[src/rtl/stack_sequencer.sv]
// stack_sequencer: command front-end for the LIFO stack storage block.
// Accepts PUSH/POP/DUP/ALU commands over valid/ready, owns the stack pointer,
// sequences storage push/pop cycles and returns results on a one-cycle strobe.
// Over/underflow is detected at accept time, before any storage access.
// Optional feature: define STACK_SEQ_OPCNT_EN to add the op_count output
// (saturating count of successfully completed non-NOP commands).

module stack_sequencer #(
    parameter int unsigned WIDTH = 8,
    parameter int unsigned DEPTH = 2
) (
    input  logic             clk,
    input  logic             rst,
    input  logic             cmd_valid,
    output logic             cmd_ready,
    input  logic [2:0]       cmd_op,
    input  logic [WIDTH-1:0] cmd_data,
    output logic             res_valid,
    output logic [WIDTH-1:0] res_data,
    output logic             err_valid,
    output logic             err_ovf,
    output logic             err_unf,
    output logic             stk_push,
    output logic             stk_pop,
    output logic [WIDTH-1:0] stk_data_in,
    output logic [DEPTH-1:0] stk_pointer,
    input  logic [WIDTH-1:0] stk_data_out
`ifdef STACK_SEQ_OPCNT_EN
    ,
    output logic [15:0]      op_count
`endif
);

    typedef enum logic [2:0] {
        OP_NOP  = 3'd0,
        OP_PUSH = 3'd1,
        OP_POP  = 3'd2,
        OP_ADD  = 3'd3,
        OP_SUB  = 3'd4,
        OP_AND  = 3'd5,
        OP_XOR  = 3'd6,
        OP_DUP  = 3'd7
    } op_t;

    typedef enum logic [2:0] {
        IDLE,
        POP_A,
        CAPT_A,
        POP_B,
        CAPT_B,
        PUSH_R,
        PUSH_D,
        DONE
    } state_t;

    localparam logic [DEPTH-1:0] FULL_COUNT = DEPTH'(DEPTH);
    localparam logic [DEPTH-1:0] ONE        = DEPTH'(1);
    localparam logic [DEPTH-1:0] TWO        = DEPTH'(2);

    state_t           state;
    state_t           state_next;
    op_t              op_q;
    op_t              op_next;
    op_t              op_in;
    logic [WIDTH-1:0] a_q;
    logic [WIDTH-1:0] a_next;

    logic             accept;
    logic             stack_full;
    logic             stack_empty;
    logic             below_two;
    logic             reject_ovf;
    logic             reject_unf;

    logic             cmd_ready_next;
    logic             res_valid_next;
    logic [WIDTH-1:0] res_data_next;
    logic             err_valid_next;
    logic             err_ovf_next;
    logic             err_unf_next;
    logic             stk_push_next;
    logic             stk_pop_next;
    logic [WIDTH-1:0] stk_data_in_next;
    logic [DEPTH-1:0] stk_pointer_next;

    // Two-operand result: b is the element below the top, a is the top.
    function automatic logic [WIDTH-1:0] alu_result(
        input op_t              op,
        input logic [WIDTH-1:0] b,
        input logic [WIDTH-1:0] a
    );
        logic [WIDTH-1:0] r;
        case (op)
            OP_ADD:  r = b + a;
            OP_SUB:  r = b - a;
            OP_AND:  r = b & a;
            OP_XOR:  r = b ^ a;
            default: r = '0;
        endcase
        return r;
    endfunction

    // Classify the offered command against the current occupancy
    always_comb begin
        op_in       = op_t'(cmd_op);
        accept      = cmd_valid && cmd_ready;
        stack_full  = (stk_pointer == FULL_COUNT);
        stack_empty = (stk_pointer == '0);
        below_two   = (stk_pointer < TWO);
        reject_ovf  = 1'b0;
        reject_unf  = 1'b0;
        case (op_in)
            OP_PUSH: reject_ovf = stack_full;
            OP_POP:  reject_unf = stack_empty;
            OP_DUP: begin
                reject_ovf = stack_full;
                reject_unf = stack_empty;
            end
            OP_ADD, OP_SUB, OP_AND, OP_XOR: reject_unf = below_two;
            default: begin
                reject_ovf = 1'b0;
                reject_unf = 1'b0;
            end
        endcase
    end

    // Next-state sequencing and operand/result capture
    always_comb begin
        state_next       = state;
        op_next          = op_q;
        a_next           = a_q;
        res_data_next    = res_data;
        stk_data_in_next = stk_data_in;
        err_valid_next   = 1'b0;
        err_ovf_next     = err_ovf;
        err_unf_next     = err_unf;

        case (state)
            IDLE: begin
                if (accept) begin
                    op_next = op_in;
                    if (reject_ovf) begin
                        err_valid_next = 1'b1;
                        err_ovf_next   = 1'b1;
                    end else if (reject_unf) begin
                        err_valid_next = 1'b1;
                        err_unf_next   = 1'b1;
                    end else begin
                        case (op_in)
                            OP_NOP: state_next = IDLE;
                            OP_PUSH: begin
                                state_next       = PUSH_R;
                                stk_data_in_next = cmd_data;
                            end
                            default: state_next = POP_A;
                        endcase
                    end
                end
            end
            POP_A: state_next = CAPT_A;
            CAPT_A: begin
                a_next = stk_data_out;
                case (op_q)
                    OP_POP: begin
                        res_data_next = stk_data_out;
                        state_next    = DONE;
                    end
                    OP_DUP: begin
                        stk_data_in_next = stk_data_out;
                        state_next       = PUSH_R;
                    end
                    default: state_next = POP_B;
                endcase
            end
            POP_B: state_next = CAPT_B;
            CAPT_B: begin
                stk_data_in_next = alu_result(op_q, stk_data_out, a_q);
                state_next       = PUSH_R;
            end
            PUSH_R: begin
                case (op_q)
                    OP_PUSH: state_next = IDLE;
                    OP_DUP:  state_next = PUSH_D;
                    default: begin
                        res_data_next = stk_data_in;
                        state_next    = DONE;
                    end
                endcase
            end
            PUSH_D: begin
                res_data_next = stk_data_in;
                state_next    = DONE;
            end
            DONE: state_next = IDLE;
            default: state_next = IDLE;
        endcase
    end

    // Registered outputs are decoded from the state being entered
    always_comb begin
        cmd_ready_next = (state_next == IDLE);
        res_valid_next = (state_next == DONE);
        stk_push_next  = (state_next == PUSH_R) || (state_next == PUSH_D);
        stk_pop_next   = (state_next == POP_A) || (state_next == POP_B);
    end

    // Pointer follows the storage access issued in the current cycle
    always_comb begin
        stk_pointer_next = stk_pointer;
        if (stk_push) begin
            stk_pointer_next = stk_pointer + ONE;
        end else if (stk_pop) begin
            stk_pointer_next = stk_pointer - ONE;
        end
    end

    // State, operand and output registers
    always_ff @(posedge clk or posedge rst) begin
        if (rst) begin
            state       <= IDLE;
            op_q        <= OP_NOP;
            a_q         <= '0;
            cmd_ready   <= 1'b1;
            res_valid   <= 1'b0;
            res_data    <= '0;
            err_valid   <= 1'b0;
            err_ovf     <= 1'b0;
            err_unf     <= 1'b0;
            stk_push    <= 1'b0;
            stk_pop     <= 1'b0;
            stk_data_in <= '0;
            stk_pointer <= '0;
        end else begin
            state       <= state_next;
            op_q        <= op_next;
            a_q         <= a_next;
            cmd_ready   <= cmd_ready_next;
            res_valid   <= res_valid_next;
            res_data    <= res_data_next;
            err_valid   <= err_valid_next;
            err_ovf     <= err_ovf_next;
            err_unf     <= err_unf_next;
            stk_push    <= stk_push_next;
            stk_pop     <= stk_pop_next;
            stk_data_in <= stk_data_in_next;
            stk_pointer <= stk_pointer_next;
        end
    end

`ifdef STACK_SEQ_OPCNT_EN
    logic op_done;

    // A command completes when the sequencer falls back to IDLE from a busy state
    always_comb begin
        op_done = (state != IDLE) && (state_next == IDLE);
    end

    // Count completed commands, holding at all-ones
    always_ff @(posedge clk or posedge rst) begin
        if (rst) begin
            op_count <= '0;
        end else if (op_done && (op_count != 16'hFFFF)) begin
            op_count <= op_count + 16'd1;
        end
    end
`endif

endmodule

[config.mk]
export PLATFORM = sky130hd
export DESIGN_NAME = stack_sequencer
export DESIGN_NICKNAME = d
export VERILOG_FILES = /design/src/rtl/stack_sequencer.sv
export SDC_FILE = /design/constraint.sdc
export NUM_CORES = 1
export LEC_CHECK = 0
export ABC_AREA = 1
export CORE_ASPECT_RATIO = 1.75
export CORE_MARGIN = 2
export CORE_UTILIZATION = 40
export DETAILED_ROUTE_END_ITERATION = 6
export GPL_ROUTABILITY_DRIVEN = 0
export GPL_TIMING_DRIVEN = 0
export PLACE_DENSITY_LB_ADDON = 0.25
export SLEW_MARGIN = 5
export SYNTH_ARGS = -nofsm -noshare
export SYNTH_HDL_FRONTEND = slang
export SYNTH_SLANG_ARGS = --single-unit
export TNS_END_PERCENT = 20
[constraint.sdc]
create_clock -name clk -period 5.3 [get_ports clk]
set_input_delay 0.795 -clock clk [delete_from_list [all_inputs] [get_ports clk]]
set_output_delay 0.795 -clock clk [all_outputs]
set_load 0.05 [all_outputs]
==> run_1/clocks.png <==
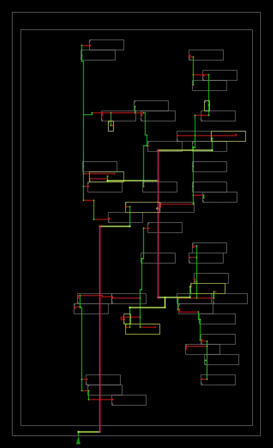
TritonCTS buffer count: 5
flop count: 39
clock buf count: 7
Worst-Skew Late Latency: 0.28 ns

==> run_1/wires.png <==
Drawn at 4 px/um.
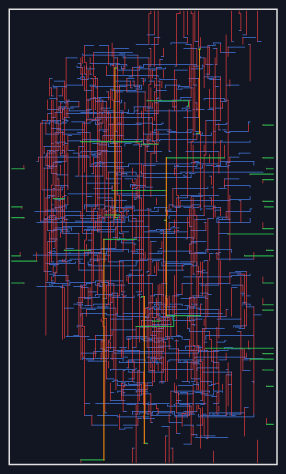
legend:
  green:
    layer: metal 3
    wire_length: 212 um
  red:
    layer: metal 2
    wire_length: 3500 um
  blue:
    layer: metal 1
    wire_length: 2600 um
  orange:
    layer: metal 4
    wire_length: 190 um
vias: 2474
GRT Util Overall: 19.2%
WL final: 6500 um
routed length per placed instance: 12.8 um

==> metrics.csv, run 1 <==
stage,metric,value,unit
floorplan,die_h,113,um
finish,diodes,0,
sta,finalSetupTns,0,ns
global_routing,grt_pass1_vias,2461,
yosys,synth_top_flop_cell,dfrtp_1,
sta,finalHoldViolations,0,
clock_network,cts_buffer_depth,2,
floorplan,floorplan.core_util,41.6,%
yosys,synth-simple-area-share,30.1,%
yosys,ys_chip_area,2740,sq um
yosys,yosysUniqueCellTypes,33,
sta,fin_ws,2.64,ns
critical_path,cp_data_arrival_time,2.82,ns
global_routing,grt_max_degree,40,
sta,drv_slew,0,
place,place_ws,2.35,ns
finish,final_cells,508,
sta,fin_crit_sh,50.1,%
detailed_routing,drt_iter0_drc,100,
yosys,top_logic_kind,simple AND/OR/NAND/NOR gates,
critical_path,cp_top_family,buffers and inverters,
critical_path,path_class,in -> reg,
sta,worstMarginPinSlew,0.821,ns
detailed_routing,drc,0,
critical_path,cp_cell_sequence,clkdlybuf4s50_1 > inv_1 > ha_1 > inv_1 > fa_1 > or2_2 > a31oi_1 > nor2_1 > o21ai_0 > nand2_1,
clock_network,cts_root_buf,clkbuf_16,
sta,slew_headroom,45.2,%
yosys,syn_inst,372,
yosys,synth_flops,39,
yosys,synthArstFlopShare,100,%
yosys,adder_share,8.04,%
finish,fillCellCount,641,
critical_path,cp_max_fo,4,
finish,final_layout_top_logic_cells,"118 x nand2_1, 50 x inv_1, 46 x clkdlybuf4s50_1",
clock_network,clk_pin_slew,0.05,ns
clock_network,clkSinkCount,39,
finish,drive_above_1_share,11.3,%
yosys,synth-edff-count,0,
yosys,yosysCellCount,372,
min_path,hold_path_class,reg -> reg,
run_status,status,"finished, final reports clean",
flow_run,maxCapViolCount,0,
finish,syn_to_final_growth,25.6,%
global_routing,busiest_layer,met2,
sta,final-setup-viol-count,0,
yosys,synth_seq_share,35.7,%
place,dp_cells,500,
detailed_routing,viasPerCell,4.87,
yosys,avgSynthCellArea,7.36,sq um
finish,logic_area,1510,sq um
global_routing,use_met3,2.76,%
sta,rsz0062_at_grt,no,
global_routing,grt.met2_usage,35.1,%
place,dp_hpwl,5290,um
==> run_1/flops_by_reg.png <==
Drawn at 3 px/um. Other sequential cells in the stronger gray, the rest of the logic in the fainter gray.
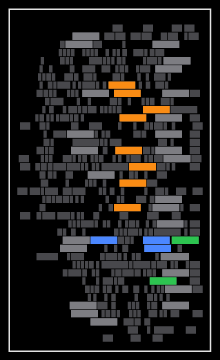
legend:
  blue:
    netlist_name: state
    placed_flops: 3
  green:
    netlist_name: stk_pointer
    placed_flops: 2
  orange:
    netlist_name: stk_data_in
    placed_flops: 8
Seq/total area: 28.4%
post-layout util: 52.2%
register area: 977 sq um

[run 1: synth_stat cells (2+ instances only)]
cell,count,area share (%)
nand2_1,118,16
inv_1,51,7.0
dfrtp_1,38,35
nand3_1,21,3.8
o21ai_0,21,3.8
nor2_1,18,2.5
ha_1,16,7.3
o21ai_2,10,3.2
a21oi_1,9,1.6
inv_2,9,1.2
xor2_1,8,2.6
nand4_1,7,1.6
nand2_2,5,1.1
a31oi_1,4,0.91
a21boi_1,3,0.82
a22o_1,3,0.96
mux2i_1,3,1.1
nor2_2,3,0.69
nor2_4,3,1.2
nor3_1,3,0.55
or2_2,3,0.69
clkbuf_1,2,0.27
nand3b_1,2,0.55
nor3_2,2,0.73
o31ai_1,2,0.55
[run 1: layout make-up]
type,instances,share of cell area (%)
tap,82,2.98
sequential,39,28.4
buffer,4,0.764
clock buffer,7,3.86
timing repair buffer,46,13.4
inverter,60,6.55
clock inverter,1,0.146
multi-input combinational,269,43.9
[run 1: registers in the layout, indices dropped and copies added (netlist names)]
name	count
a_q	8
cmd_ready	1
err_ovf	1
err_unf	1
err_valid	1
op_q	3
res_data	8
res_valid	1
state	3
stk_data_in	8
stk_pointer	2
stk_pop	1
stk_push	1
[run 1: path summary, 6_finish.rpt]
check	from	endpoint	slack, ns	cells past startpoint
max reg2reg	a_q[0]	stk_data_in[5]	2.65	14
max	stk_data_out[0]	stk_data_in[2]	2.64	10
min in group asynchronous	rst	res_data[7]	1.00	2
min reg2reg	err_unf	err_unf	0.46	2
max in group asynchronous	rst	err_unf	3.77	2
min	err_unf	err_unf	0.46	2
==> inputs of run 2 (changes only) <==
clock period = 2.13 ns   (was 5.3 ns; I/O delays follow)
==> run_2/clocks.png <==
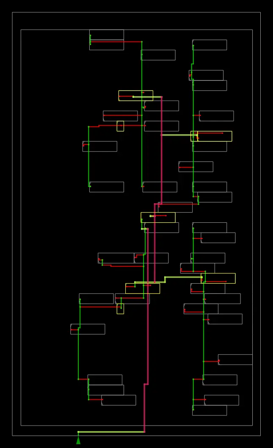
Sink Count: 39
Clock Skew: 0.00409 ns

==> run_2/flops_by_reg.png <==
Drawn at 3 px/um. Other sequential cells in the stronger gray, the rest of the logic in the fainter gray.
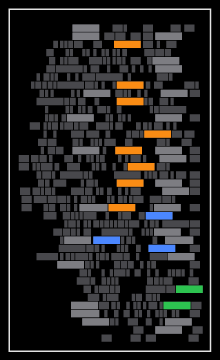
legend:
  orange:
    netlist_name: stk_data_in
    placed_flops: 8
  blue:
    netlist_name: state
    placed_flops: 3
  green:
    netlist_name: stk_pointer
    placed_flops: 2
register area: 980 sq um
post-layout util: 56.0%
Seq/total area: 26.6%

==> run 2 against run 1 <==
The run now ends with negative setup slack left. Clock skew decreased by 0.0028 ns. Worst setup slack got worse by 2.9 ns. Synthesized cell count unchanged. First-iteration DRC count decreased by 5.0%. Final area increased by 7.2%. Utilization increased by 3.7 points. Flip-flop count unchanged. Non-clock buffer count increased by 14. Register-to-register slack got worse by 2.9 ns. Via count increased by 5.3%. Largest cell class unchanged.
==> metrics.csv, run 2 <==
stage,metric,value,unit
run_status,status,"complete, but fails checks",
run_status,violations,negative setup slack,
global_routing,grt_max_degree,40,
finish,diodes,0,
detailed_routing,drc,0,
critical_path,cp_max_fo,4,
min_path,hp-start,res_data[3],
clock_network,cts_buffers,5,
yosys,yosysCellCount,372,
yosys,syn_inst,372,
finish,logic_area,1650,sq um
global_routing,use_met3,3.25,%
global_routing,grt_pass1_vias,2491,
yosys,synth_seq_share,35.7,%
global_routing,busiest_layer,met2,
min_path,whs_path_depth,2,
critical_path,path_class,reg -> reg,
sta,fin_ws,-0.217,ns
finish,fillCellCount,622,
detailed_routing,vias,2606,
yosys,yosys-top-cells-count,"118 x nand2_1, 51 x inv_1, 38 x dfrtp_1",
yosys,yosysUniqueCellTypes,33,
sta,worstMarginPinSlew,0.823,ns
clock_network,cts_root_buf,clkbuf_16,
finish,syn_to_final_growth,34.6,%
critical_path,timing.critical_path.from,a_q[1],
sta,drv_slew,0,
critical_path,critPathCapture,stk_data_in[5],
sta,slew_headroom,45.1,%
sta,final-setup-viol-count,6,
yosys,yosysTopAreaCell,dfrtp_1,
global_routing,grt.met2_usage,36.2,%
finish,reg_top3,"a_q (8), res_data (8), stk_data_in (8)",
finish,final_layout_top_logic_cells,"112 x nand2_1, 46 x inv_1, 46 x clkdlybuf4s50_1",
yosys,synth_flops,39,
critical_path,r2r_start,a_q[1],
yosys,synthArstFlopShare,100,%
critical_path,regToRegSetupSlack,-0.22,ns
floorplan,die_h,113,um
detailed_routing,drt_iter0_drc,95,
yosys,synth_top_flop_cell,dfrtp_1,
place,dp_hpwl,5240,um
sta,fin_crit_sh,110,%
## run 2: cell counts after synthesis
Identical to the previous run, type by type.
## run 2: logic make-up after synthesis
logic type                 after synthesis  synth area share [%]
and+or+nand+nor                        186                  30.1
buffers and inverters                   64                  9.18
AOI/OAI and AO/OA                       55                  13.4
DFF                                     39                  35.7
adders and majority gates               17                  8.04
xor gates and xnor gates                 8                  2.56
muxes                                    3                  1.10
## run 2: area by class of cell
type	count	share of cell area [%]
buffer	4	0.713
clock buffer	5	3.39
clock inverter	3	0.407
inverter	60	6.11
multi-input combinational	270	44.7
sequential	39	26.6
tap	82	2.78
timing repair buffer	60	15.3
## run 2: worst max-delay path: stages, from the launching register on
cell,delay [ns]
dfrtp_1,0.40
inv_2,0.09
ha_4,0.13
inv_2,0.04
o31ai_4,0.30
xor2_1,0.17
inv_1,0.09
ha_4,0.30
nand2_4,0.06
or2_4,0.23
nand4_1,0.08
nand3_1,0.09
nand2_1,0.10
nand2_1,0.05
a21boi_1,0.15
## run 2: metrics by stage
| step | setup WS [ns] | std cells | hold slack [ns] | setup TNS [ns] |
|---|---|---|---|---|
| floorplan | -0.0297 | 372 | 0.440 | -0.0297 |
| global placement | -0.345 | 500 | 0.449 | -1.59 |
| detailed placement | -0.351 | 500 | 0.468 | -1.76 |
| CTS | -0.169 | 519 | 0.482 | -0.657 |
| global route | -0.377 | 523 | 0.513 | -1.93 |
| finish | -0.217 | 523 | 0.476 | -1.04 |
